**Run 1: the metal 4 layer**

Supply wires on this layer in grey. Cells faint in the background.
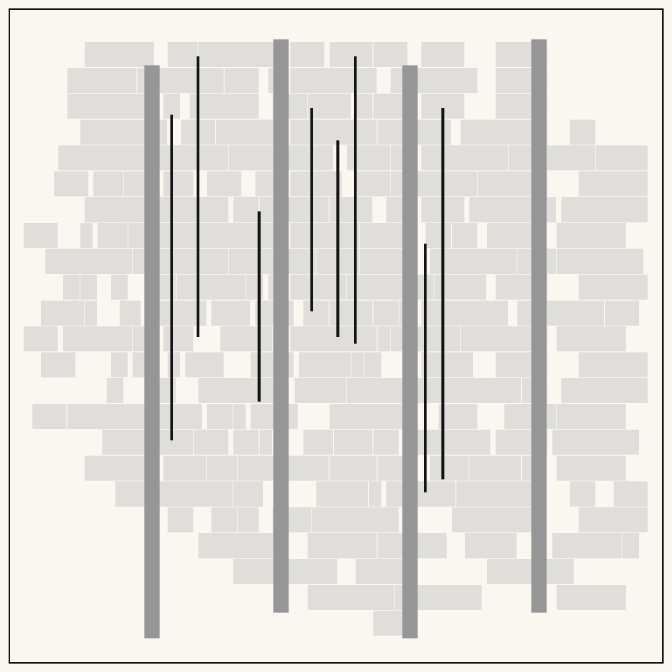
**Run 1: routed metal, one colour a layer**

Bar = 20 µm.
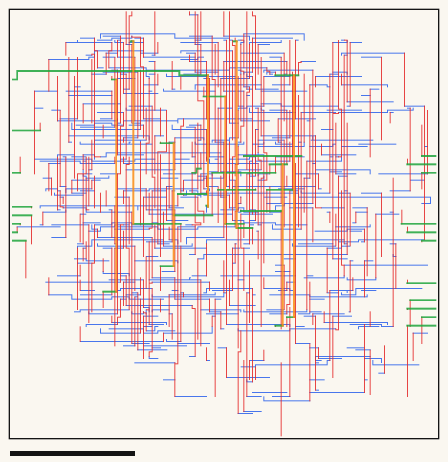
**Run 1: placed standard cells**

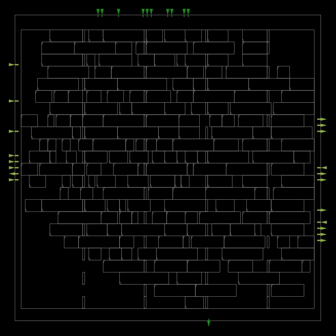
**Run 1: met3 routing**

Bar = 20 µm.
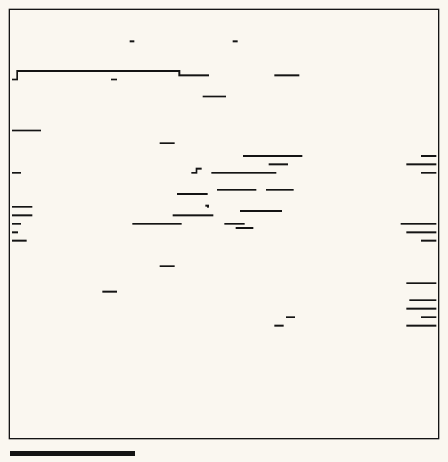
<file path="src/rtl/serial_arith_pkg.sv">
// serial_arith_pkg
// Shared definitions for the bit-serial arithmetic blocks (subtractor and the
// sequential adders): the load/compute/result state encoding, the default
// operand width, and the single-bit sum/difference and carry/borrow helpers.
package serial_arith_pkg;

    // Default operand width for the serial arithmetic blocks
    localparam int SER_WIDTH = 8;

    // Load / compute / result sequencing shared by the serial blocks
    typedef enum logic [1:0] {
        IDLE  = 2'd0,
        SHIFT = 2'd1,
        DONE  = 2'd2
    } ser_state_t;

    // Full-subtractor difference bit: x - y - bin
    function automatic logic sub_diff(input logic x, input logic y, input logic bin);
        return x ^ y ^ bin;
    endfunction

    // Full-subtractor borrow out: borrow when y exceeds x, or when x equals y
    // and a borrow is already pending
    function automatic logic sub_borrow(input logic x, input logic y, input logic bin);
        return (~x & y) | (~(x ^ y) & bin);
    endfunction

    // Full-adder sum bit: x + y + cin
    function automatic logic add_sum(input logic x, input logic y, input logic cin);
        return x ^ y ^ cin;
    endfunction

    // Full-adder carry out
    function automatic logic add_carry(input logic x, input logic y, input logic cin);
        return (x & y) | ((x ^ y) & cin);
    endfunction

endpackage

</file>
<file path="src/rtl/full_sub_cell.sv">
// full_sub_cell
// Combinational 1-bit full subtractor computing x - y - bin.
// Ports:
//   x   : minuend bit
//   y   : subtrahend bit
//   bin : borrow in
//   d   : difference bit
//   bo  : borrow out
module full_sub_cell
    import serial_arith_pkg::*;
(
    input  logic x,
    input  logic y,
    input  logic bin,
    output logic d,
    output logic bo
);

    assign d  = sub_diff(x, y, bin);
    assign bo = sub_borrow(x, y, bin);

endmodule

</file>
<file path="src/rtl/serial_subtractor.sv">
// serial_subtractor
// Bit-serial unsigned subtractor, LSB first. Computes a - b (mod 2^WIDTH) over
// WIDTH SHIFT cycles using a single full_sub_cell and a borrow flip-flop, then
// publishes the result in the DONE state.
// Ports:
//   clk   : clock, rising edge
//   rst   : asynchronous active-low reset
//   start : request an operation (only honoured in IDLE)
//   a, b  : minuend / subtrahend, captured on the start cycle
//   diff  : registered result, held until the next completion
//   bout  : final borrow, 1 when a < b
//   busy  : high in SHIFT and DONE
//   done  : one-cycle pulse coinciding with diff/bout being updated
//   ovf   : two's-complement overflow (only with SERIAL_SUB_SIGNED_EN defined)
// Optional feature macro: SERIAL_SUB_SIGNED_EN adds the ovf output.
module serial_subtractor
    import serial_arith_pkg::*;
#(
    parameter int WIDTH = SER_WIDTH
) (
    input  logic             clk,
    input  logic             rst,
    input  logic             start,
    input  logic [WIDTH-1:0] a,
    input  logic [WIDTH-1:0] b,
    output logic [WIDTH-1:0] diff,
    output logic             bout,
    output logic             busy,
`ifdef SERIAL_SUB_SIGNED_EN
    output logic             ovf,
`endif
    output logic             done
);

    localparam int CW = (WIDTH > 1) ? $clog2(WIDTH) : 1;
    localparam logic [CW-1:0] LAST = CW'(WIDTH - 1);

    ser_state_t       state;
    ser_state_t       next_state;
    logic [CW-1:0]    count;
    logic [WIDTH-1:0] sa;
    logic [WIDTH-1:0] sb;
    logic [WIDTH-1:0] rr;
    logic             borrow;
    logic             d_bit;
    logic             bo_bit;

`ifdef SERIAL_SUB_SIGNED_EN
    // Operand sign bits survive the shifting, so they are kept separately
    logic             a_msb;
    logic             b_msb;
`endif

    // One full-subtractor cell works on the current LSBs of the shifters
    full_sub_cell u_cell (
        .x   (sa[0]),
        .y   (sb[0]),
        .bin (borrow),
        .d   (d_bit),
        .bo  (bo_bit)
    );

    assign busy = (state != IDLE);

    // State register
    always_ff @(posedge clk or negedge rst) begin
        if (!rst) begin
            state <= IDLE;
        end else begin
            state <= next_state;
        end
    end

    // Next-state logic; SHIFT ends on the cycle that processes the last bit
    always_comb begin
        next_state = state;
        case (state)
            IDLE:    if (start) next_state = SHIFT;
            SHIFT:   if (count == LAST) next_state = DONE;
            DONE:    next_state = IDLE;
            default: next_state = IDLE;
        endcase
    end

    // Datapath: operand load, serial shift, and result publication. Outputs
    // only change in DONE, so partial results never reach the ports.
    always_ff @(posedge clk or negedge rst) begin
        if (!rst) begin
            count  <= '0;
            sa     <= '0;
            sb     <= '0;
            rr     <= '0;
            borrow <= 1'b0;
            diff   <= '0;
            bout   <= 1'b0;
            done   <= 1'b0;
`ifdef SERIAL_SUB_SIGNED_EN
            a_msb  <= 1'b0;
            b_msb  <= 1'b0;
            ovf    <= 1'b0;
`endif
        end else begin
            done <= 1'b0;
            case (state)
                IDLE: begin
                    if (start) begin
                        sa     <= a;
                        sb     <= b;
                        borrow <= 1'b0;
                        count  <= '0;
`ifdef SERIAL_SUB_SIGNED_EN
                        a_msb  <= a[WIDTH-1];
                        b_msb  <= b[WIDTH-1];
`endif
                    end
                end
                SHIFT: begin
                    rr     <= {d_bit, rr[WIDTH-1:1]};
                    sa     <= sa >> 1;
                    sb     <= sb >> 1;
                    borrow <= bo_bit;
                    count  <= count + CW'(1);
                end
                DONE: begin
                    diff <= rr;
                    bout <= borrow;
                    done <= 1'b1;
`ifdef SERIAL_SUB_SIGNED_EN
                    ovf  <= (a_msb != b_msb) && (rr[WIDTH-1] != a_msb);
`endif
                end
                default: ;
            endcase
        end
    end

endmodule

</file>
<file path="config.mk">
export PLATFORM = sky130hd
export DESIGN_NAME = serial_subtractor
export DESIGN_NICKNAME = d
export VERILOG_FILES = /design/src/rtl/serial_arith_pkg.sv /design/src/rtl/full_sub_cell.sv /design/src/rtl/serial_subtractor.sv
export SDC_FILE = /design/constraint.sdc
export NUM_CORES = 1
export LEC_CHECK = 0
export CELL_PAD_IN_SITES_DETAIL_PLACEMENT = 0
export CELL_PAD_IN_SITES_GLOBAL_PLACEMENT = 1
export CORE_UTILIZATION = 39
export CTS_BUF_LIST = sky130_fd_sc_hd__clkbuf_4
export CTS_CLUSTER_SIZE = 30
export DETAILED_ROUTE_END_ITERATION = 10
export PLACE_DENSITY = 0.88
export SYNTH_ARGS = -nofsm -noshare
export SYNTH_HDL_FRONTEND = slang
export SYNTH_HIERARCHICAL = 1
export SYNTH_SLANG_ARGS = --single-unit
</file>
<file path="constraint.sdc">
create_clock -name clk -period 1.2 [get_ports clk]
set_input_delay 0.24 -clock clk [delete_from_list [all_inputs] [get_ports clk]]
set_output_delay 0.24 -clock clk [all_outputs]
set_load 0.05 [all_outputs]
</file>
==> results.rst, run 1 <==
Flow metrics
------------

.. list-table::
   :header-rows: 1

   * - Metric
     - Value
   * - Ys Warns
     - 6
   * - Combinational-cell power consumption
     - 4020 µW
   * - Portion of the layout cell area used by clock cells
     - 0.0434
   * - Area used by multi-input combinational logic
     - 0.00100 mm²
   * - Combinational share of cell area
     - 0.341
   * - Number of core rows
     - 23
   * - Pre-antenna DRT Iters
     - 4
   * - Cell kind with the greatest summed area
     - registers
   * - Met2 wire length
     - 2620 µm
   * - Startpoint of the most critical register-to-register path
     - state[1]
   * - Number of post-CTS setup repair buffers
     - 5
   * - Result of the run
     - finished, violations left
   * - Non-filler instance count after layout
     - roughly 250
   * - Post-cts gate resize count
     - 24
   * - Most common cell after layout, fill and taps aside
     - sky130_fd_sc_hd__dfrtp_1
   * - Portion of the post-synthesis area used by sequential elements
     - 0.578
   * - Synthesized flop and latch total
     - 40
   * - Global-route wire length before repair
     - 6530 µm
   * - Gate count of the mapped netlist
     - 140
   * - Tapcells inserted
     - 50
   * - Total power divided by cell area
     - 2720 mW/mm²
   * - Pin count of the biggest net entering global routing
     - 41
   * - Worst R2R End
     - sb[1]
   * - Sinks on Clock Net
     - 40
   * - Mux frac, synth
     - 0.127
   * - Number of synthesized flops with an enable pin
     - 0
   * - Top logic cells by instance count in the layout
     - 38 x sky130_fd_sc_hd__dfrtp_1, 16 x sky130_fd_sc_hd__clkdlybuf4s50_1, 14 x sky130_fd_sc_hd__mux2_4, 14 x sky130_fd_sc_hd__buf_12
   * - Layout Utilization
     - 0.715
   * - Topmost layer with routed signal wires
     - met4
   * - Crit path buf inv count
     - 1
   * - Worst hold slack after final layout
     - 373 ps
   * - Amount of wire on met3 after detailed routing
     - 171 µm
   * - Clock root buffer
     - sky130_fd_sc_hd__clkbuf_4
   * - Number of setup violations in the final report
     - 19
   * - Placed wire-length estimate
     - 2570 µm
   * - Power attributed to sequential cells
     - 2640 µW
   * - Largest delay share family, worst path
     - flip-flops
   * - Dominant non-sequential cell family after synthesis
     - AND-OR/OR-AND gates
   * - Post-synth ARST share
     - 1.00
   * - CP arrival
     - 1200 ps
   * - I/O pin count
     - 30
   * - Setup repair after global routing missed its margin
     - true
   * - Worst-Margin Slew
     - 297 ps
   * - Seq. cell area
     - 0.00100 mm²
   * - Overflow left after global routing
     - 0
   * - Peak per-stage delay on the critical path
     - 450 ps
   * - Total of clock buffers placed in the layout
     - 5
   * - Dominant cell area share
     - 0.578
   * - CTS tree
     - done
   * - Crit path depth
     - 2
   * - Setup TNS
     - -868 ps
   * - Number of flip-flops and latches
     - 40
   * - Area post-placement
     - 0.00227 mm²
   * - Setup slack after placement
     - -290 ps
   * - Number of maximum-capacitance violations
     - 0
   * - Clock transition at the register clock pins on the worst setup and hold paths after CTS
     - approximately 140 ps
   * - Worst setup margin
     - -236 ps
   * - Arithmetic-cell share of the synthesized area counting full adders, half adders and majority gates
     - 0.0260
   * - Area growth, synth to finish
     - 70.1%
   * - Total die size
     - 0.00471 mm²
   * - Number of warnings in the stage logs
     - 29
   * - Clock group total power
     - 1330 µW
   * - Met1 global-route usage
     - 0.237
   * - Final estimated routing congestion in global placement
     - 0.814
   * - Metal-1 WL
     - 1970 µm
   * - Worst path cell trace
     - or2_4 -> buf_12
   * - Crit path from
     - state[1]
   * - Max frequency
     - 696 MHz
   * - Buffers, non-clock
     - 57
   * - Critical path class
     - flip-flop to primary output
   * - Top cells by area
     - sky130_fd_sc_hd__dfrtp_1 58%, sky130_fd_sc_hd__o22ai_1 9.4%, sky130_fd_sc_hd__mux2_2 7.2%
   * - Fraction of final layout cells with drive strength greater than 1
     - 0.545
   * - Area share of buffers outside the clock network
     - 0.241
   * - H-tree depth reported by CTS
     - 2
   * - Design area
     - approximately 0.003 mm²
   * - Die Height
     - 68.6 µm
   * - Commonest flop
     - sky130_fd_sc_hd__dfrtp_1
   * - Final Max Slew Viols
     - 0
   * - Total power after layout
     - ~8000 µW
   * - Clock group share of total power
     - 0.166
   * - Sequential cell fraction of total power
     - 0.331
   * - Count of multi-input gates
     - 85
   * - Hold-fix buffers, CTS
     - 1
   * - Number of nets at floorplan
     - 162
   * - Effective utilization at floorplan
     - 0.420
   * - Worst min-delay path class
     - input port to asynchronous set/reset pin
   * - Required time of the critical path
     - 960 ps
   * - Destination of the critical timing path
     - busy
   * - Biggest power consumer among the groups
     - combinational logic
   * - Inverters excl. clock
     - 8
   * - Synthesized area
     - 0.00173 mm²
   * - Library cell with the largest summed area after synthesis
     - sky130_fd_sc_hd__dfrtp_1
   * - Critical-path maximum fanout
     - 2
   * - Setup slack of the most critical reg-to-reg path
     - -100 ps
   * - Via-per-instance ratio
     - 5.78
   * - Share of the cycle needed by the critical path after routing
     - 1.20
   * - Violated checks
     - negative setup slack
   * - Cell total in the yosys stat output
     - 140
   * - Max rail drop VDD
     - 1.07 mV
   * - Number of antenna-violating nets in the routed design
     - 0
   * - Static leakage
     - 0.00128 µW
   * - Met2 track demand over resource in global routing
     - 0.339
   * - Number of port buffers
     - 29
   * - Switching share of total power
     - 0.373
   * - Synthesized area per cell
     - between 10 and 15 µm²
   * - Max stage delay cell, worst path
     - sky130_fd_sc_hd__dfrtp_2
   * - Top cell types by occurrence after synthesis
     - 40 x sky130_fd_sc_hd__dfrtp_1, 26 x sky130_fd_sc_hd__o22ai_1, 14 x sky130_fd_sc_hd__a21oi_1
   * - Horizontal die dimension
     - 68.6 µm
   * - Post-synth cell types
     - 27
   * - Clock tree skew after final layout
     - 14.1 ps
   * - Critical Path Source Type
     - flip-flop
   * - Gate power share
     - 0.503
   * - Most heavily used metal layer in global routing
     - met2
   * - Inserted Clock Buffers
     - 5
   * - Simple-gate area share of the yosys netlist
     - 0.0383
   * - Kind of end point of the critical path
     - primary output
   * - Nets
     - 219
   * - Post-placement cell count
     - 226
   * - Starting DRC count in detailed routing
     - 92
   * - Time the final worst path needs with I/O delays and setup
     - 1440 ps
   * - Maximum count of clock buffers along a single path
     - 2
   * - Switching pwr
     - 2980 µW
   * - Worst relative slew slack
     - 0.802
   * - Cell count of the worst reg-to-reg path
     - 5
   * - Final Hold Vio Count
     - 0
   * - Yosys aoi share
     - 0.175
   * - Cell internal power dissipation
     - 5010 µW
   * - Area reported by Yosys stat
     - 0.00173 mm²
   * - Most used standard cell by instance count after synthesis
     - sky130_fd_sc_hd__dfrtp_1
   * - Antenna Diode Count
     - 0
   * - Via count of the first global-routing pass
     - between 1000 and 1500
   * - Residual DRC
     - 0
   * - Area share of xor/xnor cells in the synthesized design
     - 0
Notes on 'the metal 4 layer' above:
longest straight run: 38.8 µm
nets with wire on the layer: 8
share of all routed wire: 4.4%
wire length on this layer: 219 µm
total wirelength of the detailed-routed design: 4980 µm
vias after detailed routing: 1434

Notes on 'routed metal, one colour a layer' above:
| colour | layer | wire length |
|---|---|---|
| blue | met1 | 1970 µm |
| orange | met4 | 219 µm |
| green | met3 | 171 µm |
| red | met2 | 2620 µm |
routed length per instance: 20.1 µm
GRT Overall Usage: 0.193

Notes on 'placed standard cells' above:
total core area: 0.00412 mm²
layout filler cell count: 266
Seq area share: 0.341

Notes on 'met3 routing' above:
main direction: horizontal
wire length on this layer: 171 µm
nets with wire on the layer: 32
share of all routed wire: 3.4%
fraction of met3 tracks used by global routing: 0.0395

**Run 1: sizing map**

Bar = 20 µm.
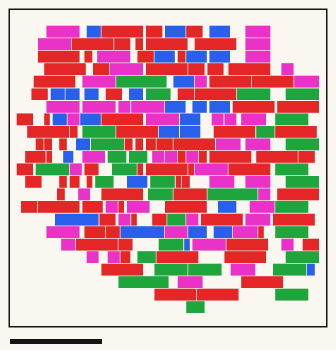

==> run 2: changes to the inputs <==
Clock period 1.2 ns to 1.27 ns, I/O delays scaled along.
**Run 2: sizing map**

Bar = 20 µm.
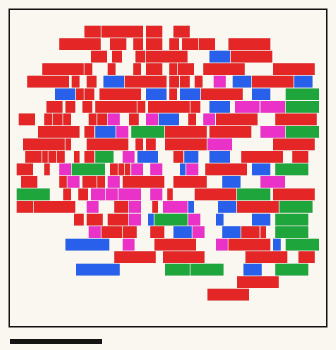
| colour | size | cells |
|---|---|---|
| magenta | drive 3 to 4 | 30 |
| green | drive 6 and up | 17 |
| red | drive 1 or less | 114 |
| blue | drive 2 | 28 |
design area: 0.00248 mm²
Buffers, non-clock: 51
worst setup margin: -166 ps

==> results.rst, run 2 <==
Flow metrics
------------

.. list-table::
   :header-rows: 1

   * - Metric
     - Value
   * - Max rail drop VDD
     - 1.19 mV (was 1.07 mV)
   * - Number of maximum-capacitance violations
     - 0 (unchanged)
   * - Clock transition at the register clock pins on the worst setup and hold paths after CTS
     - 130 ps (was 140 ps)
   * - Total power divided by cell area
     - 2390 mW/mm² (was 2720 mW/mm²)
   * - Number of flip-flops and latches
     - 40 (unchanged)
   * - Routed length per instance
     - 15.8 µm (was 20.1 µm)
   * - Number of core rows
     - 23 (unchanged)
   * - Portion of the layout cell area used by clock cells
     - 0.0202 (was 0.0434)
   * - Worst setup margin
     - -166 ps (was -236 ps)
   * - I/O pin count
     - 30 (unchanged)
   * - Fraction of final layout cells with drive strength greater than 1
     - 0.397 (was 0.545)
   * - Violated checks
     - negative setup slack (unchanged)
   * - Maximum count of clock buffers along a single path
     - 2 (unchanged)
   * - Tapcells inserted
     - 50 (unchanged)
   * - Final Hold Vio Count
     - 0 (unchanged)
   * - Area growth, synth to finish
     - 43.2% (was 70.1%)
   * - Most common cell after layout, fill and taps aside
     - sky130_fd_sc_hd__dfrtp_1 (unchanged)
   * - Number of setup violations in the final report
     - 9 (was 19)
   * - Max frequency
     - 696 MHz
   * - Topmost layer with routed signal wires
     - met4 (unchanged)
   * - Switching pwr
     - 2240 µW (was 2980 µW)
   * - Placed wire-length estimate
     - 2570 µm (about the same)
   * - Area post-placement
     - 0.00226 mm² (was 0.00227 mm²)
   * - Number of antenna-violating nets in the routed design
     - 0 (unchanged)
   * - Layout Utilization
     - 0.602 (was 0.715)
   * - Power attributed to sequential cells
     - 2310 µW (was 2640 µW)
   * - Dominant non-sequential cell family after synthesis
     - AND-OR/OR-AND gates (unchanged)
   * - Number of synthesized flops with an enable pin
     - 0 (unchanged)
   * - Synthesized area per cell
     - 12.4 µm² (unchanged)
   * - Post-placement cell count
     - 225 (was 226)
   * - Layout filler cell count
     - 329 (was 266)
   * - Amount of wire on met3 after detailed routing
     - 157 µm (was 171 µm)
   * - Required time of the critical path
     - 1020 ps (was 960 ps)
   * - Clock group total power
     - 612 µW (was 1330 µW)
   * - Cell total in the yosys stat output
     - 140 (unchanged)
   * - Startpoint of the most critical register-to-register path
     - state[1] (unchanged)
   * - Result of the run
     - finished, violations left (unchanged)
   * - Cell count of the worst reg-to-reg path
     - 4 (was 5)
   * - Worst path cell trace
     - or2_4 -> buf_12 (unchanged)
   * - CTS tree
     - done (unchanged)
   * - Worst-Margin Slew
     - 432 ps (was 297 ps)
   * - Total die size
     - 0.00471 mm² (unchanged)
   * - Hold-fix buffers, CTS
     - 1 (unchanged)
   * - Count of multi-input gates
     - 83 (was 85)
   * - Critical path class
     - flip-flop to primary output (unchanged)
   * - Top cells by area
     - sky130_fd_sc_hd__dfrtp_1 58%, sky130_fd_sc_hd__o22ai_1 9.4%, sky130_fd_sc_hd__mux2_2 7.2% (unchanged)
   * - Static leakage
     - 0.00111 µW (was 0.00128 µW)
   * - Via-per-instance ratio
     - 5.64 (was 5.78)
   * - Gate count of the mapped netlist
     - 140 (unchanged)
   * - Worst min-delay path class
     - input port to asynchronous set/reset pin (unchanged)
   * - Total wirelength of the detailed-routed design
     - 3780 µm (was 4980 µm)
   * - Clock group share of total power
     - 0.103 (was 0.166)
   * - Post-synth ARST share
     - 1.00 (unchanged)
   * - Share of the cycle needed by the critical path after routing
     - 1.13
   * - Crit path buf inv count
     - 1 (unchanged)
   * - Largest delay share family, worst path
     - flip-flops (unchanged)
   * - Effective utilization at floorplan
     - 0.420 (unchanged)
   * - Area used by multi-input combinational logic
     - 721 µm² (was 0.00100 mm²)
   * - Inserted Clock Buffers
     - 5 (unchanged)
   * - Biggest power consumer among the groups
     - combinational logic (unchanged)
   * - Switching share of total power
     - 0.378 (was 0.373)
   * - Setup TNS
     - -350 ps (was -868 ps)
   * - Most used standard cell by instance count after synthesis
     - sky130_fd_sc_hd__dfrtp_1 (unchanged)
   * - Starting DRC count in detailed routing
     - 67 (was 92)
   * - Critical Path Source Type
     - flip-flop (unchanged)
   * - Top cell types by occurrence after synthesis
     - 40 x sky130_fd_sc_hd__dfrtp_1, 26 x sky130_fd_sc_hd__o22ai_1, 14 x sky130_fd_sc_hd__a21oi_1 (unchanged)
   * - Commonest flop
     - sky130_fd_sc_hd__dfrtp_1 (unchanged)
   * - Gate power share
     - 0.507 (was 0.503)
Power figures rest on the tool's default switching activity, not on a simulated workload.
